File: config.mk
export PLATFORM = sky130hd
export DESIGN_NAME = trng_sampler_flat
export DESIGN_NICKNAME = d
export VERILOG_FILES = /design/src/rtl/trng_sampler_if.sv /design/src/rtl/trng_sampler.sv /design/src/flat_wrapper.sv
export SDC_FILE = /design/constraint.sdc
export NUM_CORES = 1
export LEC_CHECK = 0
export CAP_MARGIN = 40
export CORE_MARGIN = 2
export CORE_UTILIZATION = 54
export CTS_CLUSTER_DIAMETER = 60
export DETAILED_ROUTE_END_ITERATION = 6
export PLACE_DENSITY = 0.83
export SLEW_MARGIN = 20
export SYNTH_ARGS = -nofsm -noshare
export SYNTH_HDL_FRONTEND = slang
export SYNTH_SLANG_ARGS = --single-unit
File: constraint.sdc
create_clock -name clk -period 2.8 [get_ports clk]
set_input_delay 0.28 -clock clk [delete_from_list [all_inputs] [get_ports clk]]
set_output_delay 0.28 -clock clk [all_outputs]
set_load 0.01 [all_outputs]
File: src/rtl/trng_sampler_if.sv
// Random-word output port of trng_sampler: data, valid and ready.
interface trng_sampler_if #(
  parameter int WIDTH = 8
);
  logic [WIDTH-1:0] out_data;
  logic             out_valid;
  logic             out_ready;

  modport master (output out_data, output out_valid, input out_ready);
  modport slave  (input out_data, input out_valid, output out_ready);
endinterface

File: src/rtl/trng_sampler.sv
// Ring-oscillator TRNG sampler: synchronise, XOR-combine, optional von-Neumann
// debias, pack into words, with a repetition-count health test gating output.
module trng_sampler #(
  parameter int N_CH      = 4,
  parameter int WIDTH     = 8,
  parameter int DIV_W     = 8,
  parameter int RCT_LIMIT = 32
) (
  input  logic              clk,
  input  logic              rst,
  input  logic [N_CH-1:0]   ro_in,
  input  logic [N_CH-1:0]   ch_mask,
  input  logic              en,
  input  logic              vn_en,
  input  logic [DIV_W-1:0]  div,
  trng_sampler_if.master    out_if,
  output logic              overflow,
  output logic              health_fail,
  input  logic              health_clr
);

  localparam int CNT_W = $clog2(WIDTH + 1);
  localparam int REP_W = $clog2(RCT_LIMIT + 1);

  typedef enum logic [0:0] {VN_EMPTY, VN_HALF} vn_state_t;

  logic [N_CH-1:0]  sync1_q, sync1_d;
  logic [N_CH-1:0]  sync2_q, sync2_d;
  logic [DIV_W-1:0] div_cnt_q, div_cnt_d;
  vn_state_t        vn_state_q, vn_state_d;
  logic             vn_p_q, vn_p_d;
  logic             vn_en_q, vn_en_d;
  logic [WIDTH-2:0] sr_q, sr_d;
  logic [CNT_W-1:0] cnt_q, cnt_d;
  logic [WIDTH-1:0] data_q, data_d;
  logic             valid_q, valid_d;
  logic             ovf_q, ovf_d;
  logic             prev_c_q, prev_c_d;
  logic [REP_W-1:0] rep_q, rep_d;
  logic             hf_q, hf_d;

  logic             c;
  logic             tick;
  logic             bit_vld;
  logic             bit_val;
  vn_state_t        vn_state_eff;
  logic [WIDTH-1:0] word;
  logic             word_done;
  logic             handshake;

  always_comb begin
    sync1_d = ro_in;
    sync2_d = sync1_q;
    c       = ^(sync2_q & ch_mask);

    // >= rather than == so a div lowered mid-count wraps immediately
    tick      = en && (div_cnt_q >= div);
    div_cnt_d = (!en || tick) ? '0 : div_cnt_q + DIV_W'(1);

    vn_en_d      = vn_en;
    vn_state_eff = (vn_en ^ vn_en_q) ? VN_EMPTY : vn_state_q;
    vn_state_d   = vn_state_eff;
    vn_p_d       = vn_p_q;
    bit_vld      = 1'b0;
    bit_val      = c;
    if (!en) begin
      vn_state_d = VN_EMPTY;
    end else if (tick) begin
      if (!vn_en) begin
        bit_vld = 1'b1;
      end else begin
        unique case (vn_state_eff)
          VN_EMPTY: begin
            vn_p_d     = c;
            vn_state_d = VN_HALF;
          end
          VN_HALF: begin
            vn_state_d = VN_EMPTY;
            if (c != vn_p_q) begin
              bit_vld = 1'b1;
              bit_val = vn_p_q;
            end
          end
          default: vn_state_d = VN_EMPTY;
        endcase
      end
    end

    word      = {sr_q, bit_val};
    sr_d      = sr_q;
    cnt_d     = en ? cnt_q : '0;
    word_done = 1'b0;
    if (bit_vld) begin
      sr_d = word[WIDTH-2:0];
      if (cnt_q == CNT_W'(WIDTH - 1)) begin
        cnt_d     = '0;
        word_done = 1'b1;
      end else begin
        cnt_d = cnt_q + CNT_W'(1);
      end
    end

    handshake = valid_q && out_if.out_ready;
    valid_d   = valid_q && !handshake;
    data_d    = data_q;
    ovf_d     = ovf_q;
    if (word_done && !hf_q) begin
      if (!valid_q || handshake) begin
        data_d  = word;
        valid_d = 1'b1;
      end else begin
        ovf_d = 1'b1;
      end
    end

    prev_c_d = prev_c_q;
    rep_d    = rep_q;
    hf_d     = hf_q;
    if (tick) begin
      prev_c_d = c;
      // rep == 0 means no previous sample since reset/clear
      if (rep_q != '0 && c == prev_c_q) begin
        rep_d = (rep_q == REP_W'(RCT_LIMIT)) ? rep_q : rep_q + REP_W'(1);
      end else begin
        rep_d = REP_W'(1);
      end
      if (rep_d == REP_W'(RCT_LIMIT)) hf_d = 1'b1;
    end
    if (health_clr) begin
      hf_d  = 1'b0;
      rep_d = '0;
    end
  end

  always_ff @(posedge clk) begin
    if (rst) begin
      sync1_q    <= '0;
      sync2_q    <= '0;
      div_cnt_q  <= '0;
      vn_state_q <= VN_EMPTY;
      vn_p_q     <= 1'b0;
      vn_en_q    <= 1'b0;
      sr_q       <= '0;
      cnt_q      <= '0;
      data_q     <= '0;
      valid_q    <= 1'b0;
      ovf_q      <= 1'b0;
      prev_c_q   <= 1'b0;
      rep_q      <= '0;
      hf_q       <= 1'b0;
    end else begin
      sync1_q    <= sync1_d;
      sync2_q    <= sync2_d;
      div_cnt_q  <= div_cnt_d;
      vn_state_q <= vn_state_d;
      vn_p_q     <= vn_p_d;
      vn_en_q    <= vn_en_d;
      sr_q       <= sr_d;
      cnt_q      <= cnt_d;
      data_q     <= data_d;
      valid_q    <= valid_d;
      ovf_q      <= ovf_d;
      prev_c_q   <= prev_c_d;
      rep_q      <= rep_d;
      hf_q       <= hf_d;
    end
  end

  assign out_if.out_data  = data_q;
  assign out_if.out_valid = valid_q;
  assign overflow         = ovf_q;
  assign health_fail      = hf_q;

endmodule

File: src/flat_wrapper.sv
// flat-port wrapper written by rule: the top's interface ports become plain ports
module trng_sampler_flat 
#(
  parameter int N_CH      = 4,
  parameter int WIDTH     = 8,
  parameter int DIV_W     = 8,
  parameter int RCT_LIMIT = 32
)
  (clk, rst, ro_in, ch_mask, en, vn_en, div, overflow, health_fail, health_clr, out_if_out_data, out_if_out_valid, out_if_out_ready);
  trng_sampler_if #(.WIDTH(WIDTH)) out_if_i ();
  input  logic clk;
  input  logic rst;
  input  logic [N_CH-1:0] ro_in;
  input  logic [N_CH-1:0] ch_mask;
  input  logic en;
  input  logic vn_en;
  input  logic [DIV_W-1:0] div;
  output logic overflow;
  output logic health_fail;
  input  logic health_clr;
  output wire logic [$bits(out_if_i.out_data)-1:0] out_if_out_data;
  output wire logic [$bits(out_if_i.out_valid)-1:0] out_if_out_valid;
  input wire logic [$bits(out_if_i.out_ready)-1:0] out_if_out_ready;
  assign out_if_out_data = out_if_i.out_data;
  assign out_if_out_valid = out_if_i.out_valid;
  assign out_if_i.out_ready = out_if_out_ready;
  trng_sampler #(.N_CH(N_CH), .WIDTH(WIDTH), .DIV_W(DIV_W), .RCT_LIMIT(RCT_LIMIT)) u_core (.clk(clk), .rst(rst), .ro_in(ro_in), .ch_mask(ch_mask), .en(en), .vn_en(vn_en), .div(div), .out_if(out_if_i), .overflow(overflow), .health_fail(health_fail), .health_clr(health_clr));
endmodule
==> flow_summary.toml <==
# implementation run metrics
[synthesis]
async_flop_share_pct = 0
synth_warnings = 0
ys_seq_share_pct = 40.92

[sta]
setup_viol = 0
setup_ws_ns = 0.4023
fmax_mhz = 417.1
drv_slew = 0

[critical_path]
critical_path.top_delay_family = "AND-OR/OR-AND gates"
arrival_ns = 2.64
worst_path_max_delay_cell = "a2111o_1"
critPathRequiredTime_ns = 3.05
cp-end-kind = "flip-flop"

[layout]
logic_area_um2 = 1292
n_antenna_cell = 0
flop_area_um2 = 960.9
syn_to_final_growth_pct = 20.35

[job]
warning_count = 27
cap_violations = 0

[clocking]
ctsHtreeMaxLevel = 2
cts_hold_repair.buffers = 0

[drt]
vias = 1874
antenna_left = 0
drcViolationCount = 0
routed_wl_um = 4342

[pwr]
power-per-cell-area_nw_per_um2 = 459.2
power.leakage_uw = 0.001085

[status]
status = "finished clean"

[min_path]
hold_path_class = "flip-flop to flip-flop"

[die]
core_util_floorplan_pct = 57.47
[worst paths after layout]
path	start	endpoint	slack [ns]	cells after the start
max	u_core.div_cnt_q[0]	u_core.out_if.out_data[0]	0.40	8
min	u_core.sync1_q[1]	u_core.sync2_q[1]	0.45	1
max reg2reg	u_core.div_cnt_q[0]	u_core.out_if.out_data[0]	0.40	8
min reg2reg	u_core.sync1_q[1]	u_core.sync2_q[1]	0.45	1
[final cells by class]
| class | count | share of cell area, % |
|---|---|---|
| clock buffer | 5 | 2.435 |
| inverter | 14 | 1.859 |
| timing repair buffer | 35 | 12.13 |
| sequential | 48 | 34.00 |
| clock inverter | 3 | 1.638 |
| multi-input combinational | 186 | 45.73 |
| tap | 50 | 2.213 |
[cell families (layout without fill, tap and decap cells)]
logic type	count (synthesis)	count (layout)	share of synthesized area, %
simple gates	112	112	24.19
flops	48	48	40.92
compound gates	33	33	10.98
buf+inv	23	57	4.315
mux	17	17	7.245
fa+ha+maj	12	12	6.393
xor+xnor	12	12	5.967
[cell usage after synthesis, types with 2 or more instances]
library cell  number  area share, %
nand3b_1           4            1.3
a311o_1            2           0.85
inv_1             13            2.1
dfxtp_1           48             41
o41ai_1            2           0.75
xnor2_1            4            1.5
nand3_1           20            4.3
nand2b_1           3           0.80
clkbuf_1           6           0.96
and3_1             3           0.80
nor3_1             6            1.3
o21ai_0            4           0.85
a21oi_1            5            1.1
nand4_1            2           0.53
o21a_1             2           0.64
a31o_2             2           0.75
xnor3_1            2            1.9
nand2_1           36            5.8
xor2_1             5            1.9
a31oi_1            4            1.1
mux2i_1           17            7.2
ha_1              12            6.4
buf_4              2           0.64
nor2b_1           10            2.7
nor2_1            17            2.7
or2_2              3           0.80
[state kept, by name, indices dropped and copies added (netlist names)]
signal / flops
u_core.health_fail: 1
u_core.out_if.out_valid: 1
u_core.rep_q: 6
u_core.out_if.out_data: 8
u_core.overflow: 1
u_core.vn_state_q: 1
u_core.sync2_q: 4
u_core.prev_c_q: 1
u_core.cnt_q: 4
u_core.div_cnt_q: 8
u_core.sync1_q: 4
u_core.vn_p_q: 1
u_core.vn_en_q: 1
u_core.sr_q: 7
[through the flow]
stage,hold slack (ns),utilization [%],std cells,instance area [um2],total power (uW)
after floorplan,0.4082,-,257,2349,763.4
after global placement,0.4159,66.35,333,2711,803.8
after detailed placement,0.4315,66.35,333,2711,806.7
after CTS,0.4523,69.17,341,2826,1313
after global routing,0.4709,69.17,341,2826,1348
final,0.4512,69.17,341,2826,1298
[per-layer routing]
metal	vias up	track usage, %	part of all wire (%)
met5	-	0	0
met4	0	7.265	1.6
met3	8	3.463	4.2
met2	43	31.22	46
met1	855	26.06	48
li1	968	-	-
[power by group]
part	internal [uW]	switching [uW]	total [uW]
Sequential	690	3.50	693
Combinational	52.3	45.5	97.8
Clock	269	238	507
### Where the registers sit

Scale bar: 20 um. Other sequential cells in the stronger grey, the rest of the logic in the fainter grey.
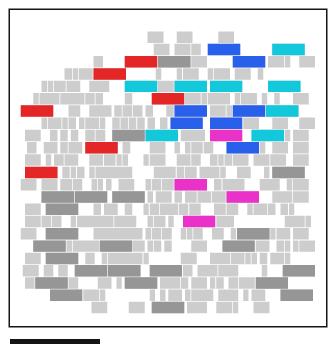
legend:
  magenta:
    netlist_name: u_core.cnt_q
    placed_flops: 4
  red:
    netlist_name: u_core.rep_q
    placed_flops: 6
  blue:
    netlist_name: u_core.sr_q
    placed_flops: 7
  cyan:
    netlist_name: u_core.out_if.out_data
    placed_flops: 8
not coloured: 23

### Gate families picked out

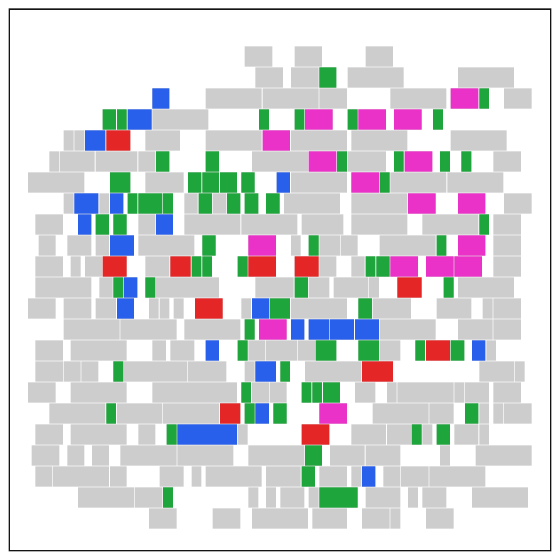
legend:
  green:
    family: NAND gates
    cells: 67
    most_used: nand2_1
  magenta:
    family: multiplexers
    cells: 17
    most_used: mux2i_1
  blue:
    family: inverting AOI/OAI gates
    cells: 22
    most_used: a21oi_1
  red:
    family: AND-OR and OR-AND gates
    cells: 11

### Metal layers overlaid

Two of the layers only.
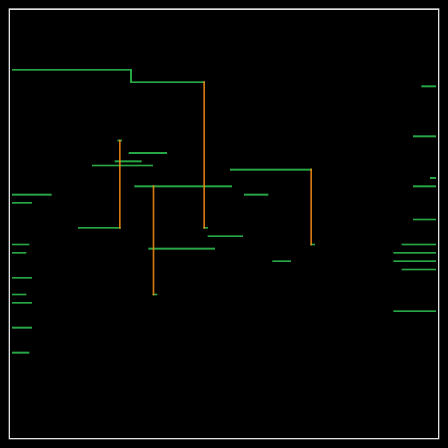
legend:
  orange:
    layer: met4
    wire_length: 68.0 um
  green:
    layer: met3
    wire_length: 183 um

### Cell sizes after repair

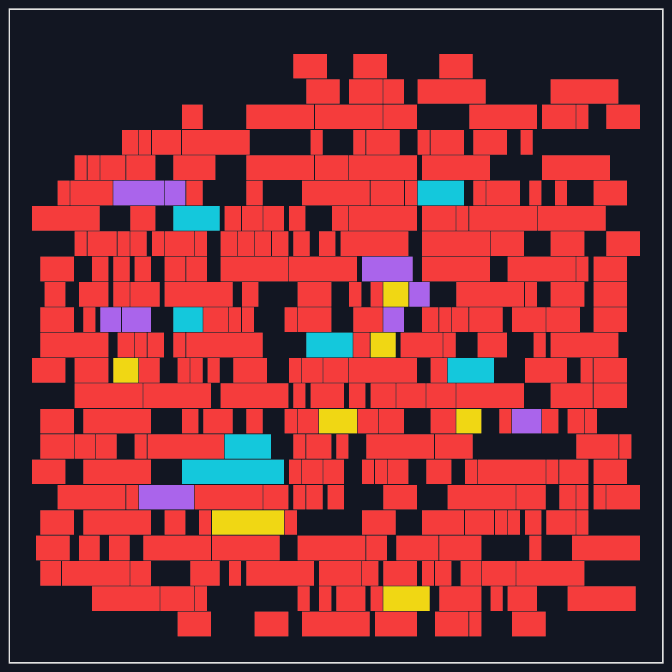
legend:
  red:
    size: drive 1 or less
    cells: 268
    share: 92%
    most_used: dfxtp_1
  cyan:
    size: drive 6 and up
    cells: 7
    share: 2.4%
    most_used: clkbuf_8
  purple:
    size: drive 2
    cells: 9
    share: 3.1%
    most_used: or2_2
  yellow:
    size: drive 3 to 4
    cells: 7
    share: 2.4%
    most_used: buf_4

No activity file was given, so power comes from the tool's default toggle rates.
